Figure 1. Wiring by layer.
The bar under the picture is 10 um long.
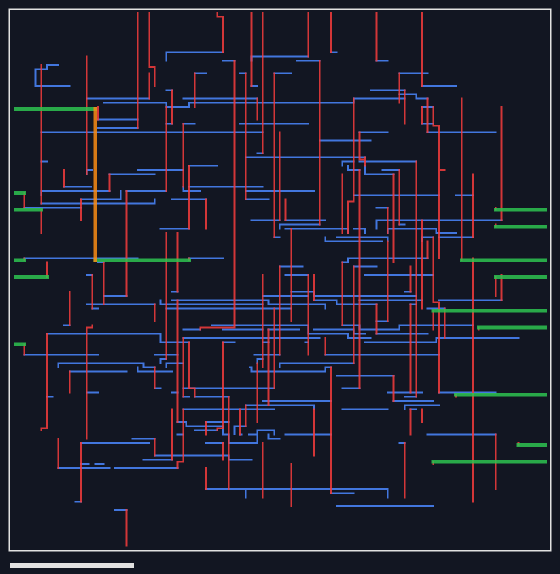
Figure 2. Power grid.
The bar under the picture is 10 um long. Pins as bars on the die edge.
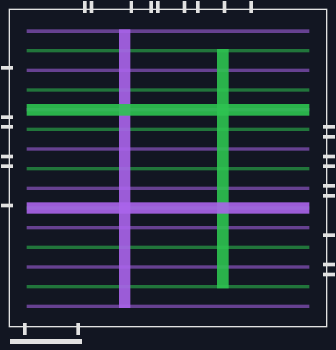
Figure 3. Clock wires, drivers and flops.
The bar under the picture is 10 um long.
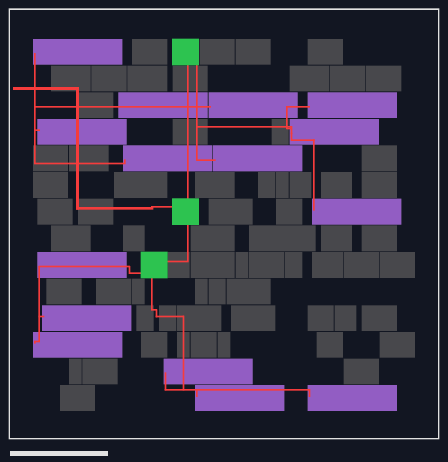
--- src/rtl/stack_controller.sv ---
// ============================================================================
// Module  : stack_controller
// Brief   : Push/pop/peek sequencer for the 8Queen backtracking stack datapath.
//           Optional peek support: define STACK_CTRL_PEEK_EN.
// Revision: 1.0 - initial release
// ============================================================================
`default_nettype none

module stack_controller #(
  parameter int DEPTH = 8,
  parameter int SIZE  = 6
) (
  input  logic            clk,
  input  logic            reset,
  input  logic            push_req,
  input  logic            pop_req,
  input  logic            peek_req,
  input  logic            msb,
  input  logic            zero,
  input  logic [SIZE-1:0] stack_top,
  output logic            push,
  output logic            pop,
  output logic            ack,
  output logic            err,
  output logic [SIZE-1:0] pop_data,
  output logic            overflow,
  output logic            underflow,
  output logic            busy
);

  // The datapath full flag is its counter MSB, which only works for 2**n entries.
  if ((DEPTH < 2) || ((DEPTH & (DEPTH - 1)) != 0)) begin : g_depth_check
    $error("stack_controller: DEPTH must be a power of 2");
  end

`ifdef STACK_CTRL_PEEK_EN
  typedef enum logic [2:0] {
    S_IDLE = 3'd0,
    S_PUSH = 3'd1,
    S_POP  = 3'd2,
    S_ACK  = 3'd3,
    S_PEEK = 3'd4
  } state_t;
`else
  typedef enum logic [2:0] {
    S_IDLE = 3'd0,
    S_PUSH = 3'd1,
    S_POP  = 3'd2,
    S_ACK  = 3'd3
  } state_t;

  logic peek_unused;
  assign peek_unused = peek_req;
`endif

  state_t          state_q;
  logic            push_q;
  logic            pop_q;
  logic            ack_q;
  logic            err_q;
  logic [SIZE-1:0] pop_data_q;
  logic            overflow_q;
  logic            underflow_q;
  logic            busy_q;

  // All outputs are registered; strobes are asserted on entry to their state.
  always_ff @(posedge clk or negedge reset) begin
    if (!reset) begin
      state_q     <= S_IDLE;
      push_q      <= 1'b0;
      pop_q       <= 1'b0;
      ack_q       <= 1'b0;
      err_q       <= 1'b0;
      pop_data_q  <= '0;
      overflow_q  <= 1'b0;
      underflow_q <= 1'b0;
      busy_q      <= 1'b0;
    end else begin
      case (state_q)
        S_IDLE: begin
          if (pop_req) begin
            busy_q <= 1'b1;
            if (!zero) begin
              state_q <= S_POP;
              pop_q   <= 1'b1;
            end else begin
              state_q     <= S_ACK;
              ack_q       <= 1'b1;
              err_q       <= 1'b1;
              underflow_q <= 1'b1;
            end
          end else if (push_req) begin
            busy_q <= 1'b1;
            if (!msb) begin
              state_q <= S_PUSH;
              push_q  <= 1'b1;
            end else begin
              state_q    <= S_ACK;
              ack_q      <= 1'b1;
              err_q      <= 1'b1;
              overflow_q <= 1'b1;
            end
          end
`ifdef STACK_CTRL_PEEK_EN
          else if (peek_req) begin
            busy_q <= 1'b1;
            if (!zero) begin
              state_q <= S_PEEK;
            end else begin
              state_q     <= S_ACK;
              ack_q       <= 1'b1;
              err_q       <= 1'b1;
              underflow_q <= 1'b1;
            end
          end
`endif
        end
        S_PUSH: begin
          push_q  <= 1'b0;
          ack_q   <= 1'b1;
          err_q   <= 1'b0;
          state_q <= S_ACK;
        end
        S_POP: begin
          // Datapath decrements on this same edge, so stack_top is still the old top.
          pop_q      <= 1'b0;
          pop_data_q <= stack_top;
          ack_q      <= 1'b1;
          err_q      <= 1'b0;
          state_q    <= S_ACK;
        end
`ifdef STACK_CTRL_PEEK_EN
        S_PEEK: begin
          pop_data_q <= stack_top;
          ack_q      <= 1'b1;
          err_q      <= 1'b0;
          state_q    <= S_ACK;
        end
`endif
        S_ACK: begin
          ack_q   <= 1'b0;
          err_q   <= 1'b0;
          busy_q  <= 1'b0;
          state_q <= S_IDLE;
        end
        default: begin
          push_q  <= 1'b0;
          pop_q   <= 1'b0;
          ack_q   <= 1'b0;
          err_q   <= 1'b0;
          busy_q  <= 1'b0;
          state_q <= S_IDLE;
        end
      endcase
    end
  end

  assign push      = push_q;
  assign pop       = pop_q;
  assign ack       = ack_q;
  assign err       = err_q;
  assign pop_data  = pop_data_q;
  assign overflow  = overflow_q;
  assign underflow = underflow_q;
  assign busy      = busy_q;

endmodule

`default_nettype wire

--- config.mk ---
export PLATFORM = sky130hd
export DESIGN_NAME = stack_controller
export DESIGN_NICKNAME = d
export VERILOG_FILES = /design/src/rtl/stack_controller.sv
export SDC_FILE = /design/constraint.sdc
export NUM_CORES = 1
export LEC_CHECK = 0
export CAP_MARGIN = 20
export CORE_MARGIN = 2
export CORE_UTILIZATION = 46
export CTS_CLUSTER_DIAMETER = 80
export DETAILED_ROUTE_END_ITERATION = 12
export HOLD_SLACK_MARGIN = 0.12
export PLACE_DENSITY_LB_ADDON = 0.08
export SETUP_SLACK_MARGIN = 0.15
export SLEW_MARGIN = 30
export SYNTH_ARGS = -nofsm -noshare
export SYNTH_HDL_FRONTEND = slang
export SYNTH_SLANG_ARGS = --single-unit
--- constraint.sdc ---
create_clock -name clk -period 4.4 [get_ports clk]
set_input_delay 0.88 -clock clk [delete_from_list [all_inputs] [get_ports clk]]
set_output_delay 0.88 -clock clk [all_outputs]
set_load 0.1 [all_outputs]
==> results.ini <==
[synthesis]
synth_cells = 57
ys_types = 24
synth.yosys.seq_area_share_pct = 51.7
simple_gate_area_share_pct = 11.2
avgSynthCellArea_sq_um = 12.7
ys_cells = 57
yosys_area_sq_um = 726
ys_sh_adder_pct = 10.3
synth-compound-area-share_pct = 10.5
synth_warnings = 0
synth_top_area_share_pct = 51.7
ys_seq_elements = 15
muxShareOfSynthArea_pct = 14.1
fp_nets = 76
area_leaders = dfrtp_1 52%, ha_1 10%, mux2_2 9.3%
xor_share_pct = 0
top_area_cell = dfrtp_1
synth_area_sq_um = 726
top_logic_kind = multiplexers

[setup_path]
path_depth = 1
slowest_stage = clkdlybuf4s50_1
reg2reg_depth = 4
slowest_delay_ns = 1.14
crit_buf_inv = 1
cp-end-kind = primary output
crit_type = flip-flop to primary output
arrival_ns = 1.78
cp_max_fo = 2
start_kind = flip-flop
crit_chain = clkdlybuf4s50_1
crit_family = buffers and inverters
required_ns = 3.52

[detailed_routing]
drt-vias-per-instance = 5.23
num_vias = 523
dr.pass1.iters = 4
drt_iter0_drc = 1
drc = 0
ant_nets = 0

[sta]
worstMarginPinSlew_ns = 0.968
max_freq_mhz = 376
hold_violations = 0
timing.final.crit_period_ns = 2.66
fin_setup_tns_ns = 0
worst_hold_slack_ns = 0.472
min_period_over_period_pct = 60.5
slew_violations = 0
relSlewSlack_pct = 35.3
grt_setup_unrepaired = false
setup_viol = 0
finalClockSkew_ns = 0.00673
timing.final.ws_setup_ns = 1.74

[clocking]
ctsHoldBuffers = 0
cts_buffers = 3
cts_setup_buffers = 0
clock-root-buffer = clkbuf_4
h-tree-depth = 1
cts_tree = built
clk_pin_slew_ns = 0.09
cts_resized = 0
cts_max_path_buffers = 2
cts_sinks = 15

[run]
cap_violations = 0
warning_count = 32

[cells_and_area]
n_antenna_cell = 0
fin_nets = 104
drive_gt1_share_pct = 20.2
largest_reg_flops = 6
syn_to_final_growth_pct = 39.1
stdcell_count = 100
post-route-util_pct = 67.8

[die]
num_rows = 14
die-area_sq_um = 1910
core_sq_um = 1490
io_pins = 26
fp_util_pct = 48.7

[grt]
grt_pass1_wl_um = 2410
grt_overflow = 0
grt_max_degree = 16
grt_pass1_vias = 579
antenna_found_initial = 0

[placed_design]
port_buffers = 24
place.gp.congestion = 0.756
dp.cells = 96
dp_hpwl_um = 976
dp_slack_ns = 2.05

[hold_path]
hold_class = flip-flop to flip-flop
min_path_cells = 1

[status]
status = completed

Notes on Figure 1 above:
Key: blue = M1 [wire length 631 um]; green = M3 [wire length 72.2 um]; red = M2 [wire length 587 um]; orange = M4 [wire length 12.2 um]
Tot GR Track Use: 17.0%
drt wl/cell: 13.0 um
Final Routed Wirelength: 1300 um

Notes on Figure 2 above:
Key: purple = VSS; green = VDD
15 met1 rails follow the rows. The core has 14 rows. 26 signal pins sit on the boundary. 2 straps on met4. 2 straps on met5.
die width: 43.7 um

Notes on Figure 3 above:
Key: red = clock wires [length 187 um]; green = clock-net drivers [count 3]; purple = flip-flops [count 15]
Position of the flops: spread over the die.
Insertion Delay late pin: 0.28 ns

## cell usage in the layout (no fill, tap or decap), types with 2 or more instances in the layout
master,n
mux2_2,6
a31o_2,2
mux2i_1,2
dfrtp_1,15
nand2_1,2
clkdlybuf4s50_1,24
o31ai_1,2
a21oi_1,3
clkbuf_4,3
ha_1,6
inv_1,3
nor2_1,2
## metrics by stage
stage / cell area, sq um
detailed placement: 982
CTS: 1010
global route: 1010
global placement: 982
finish: 1010
floorplan: 726
## worst paths after layout
kind,start,end,slack [ns]
setup reg to reg,state_q[0],pop,2.81
min in group asynchronous,reset,overflow,0.99
hold reg to reg,overflow,overflow,0.47
setup / recovery,busy,busy,1.74
max in group asynchronous,reset,pop_data[4],2.99
hold / removal,overflow,overflow,0.47
## cell type report
cell class | count | area (sq um)
fill | 108 | 479
sequential | 15 | 375
multi-input combinational | 38 | 335
timing repair buffer | 24 | 240
clock buffer | 3 | 22.5
tap | 16 | 20.0
inverter | 3 | 11.3
clock inverter | 1 | 5.00
## synth_stat cells, drive strengths merged
cell    count
or2b        1
a21oi       3
mux2i       2
inv         3
a31o        2
o21ai       1
clkbuf      1
o31ai       2
a31oi       1
o21a        1
mux2        7
nor3        1
nor2        3
or4         1
nand2       2
nor3b       1
nor2b       2
o22a        1
ha          6
nor4        1
dfrtp      15
## metal layers
metal	track usage (%)	part of all wire [%]	vias to the layer above
met1	21.8	48	248
met5	0	0	-
met3	3.33	5.5	2
met2	27.1	45	15
met4	9.09	0.92	0
li1	-	-	258
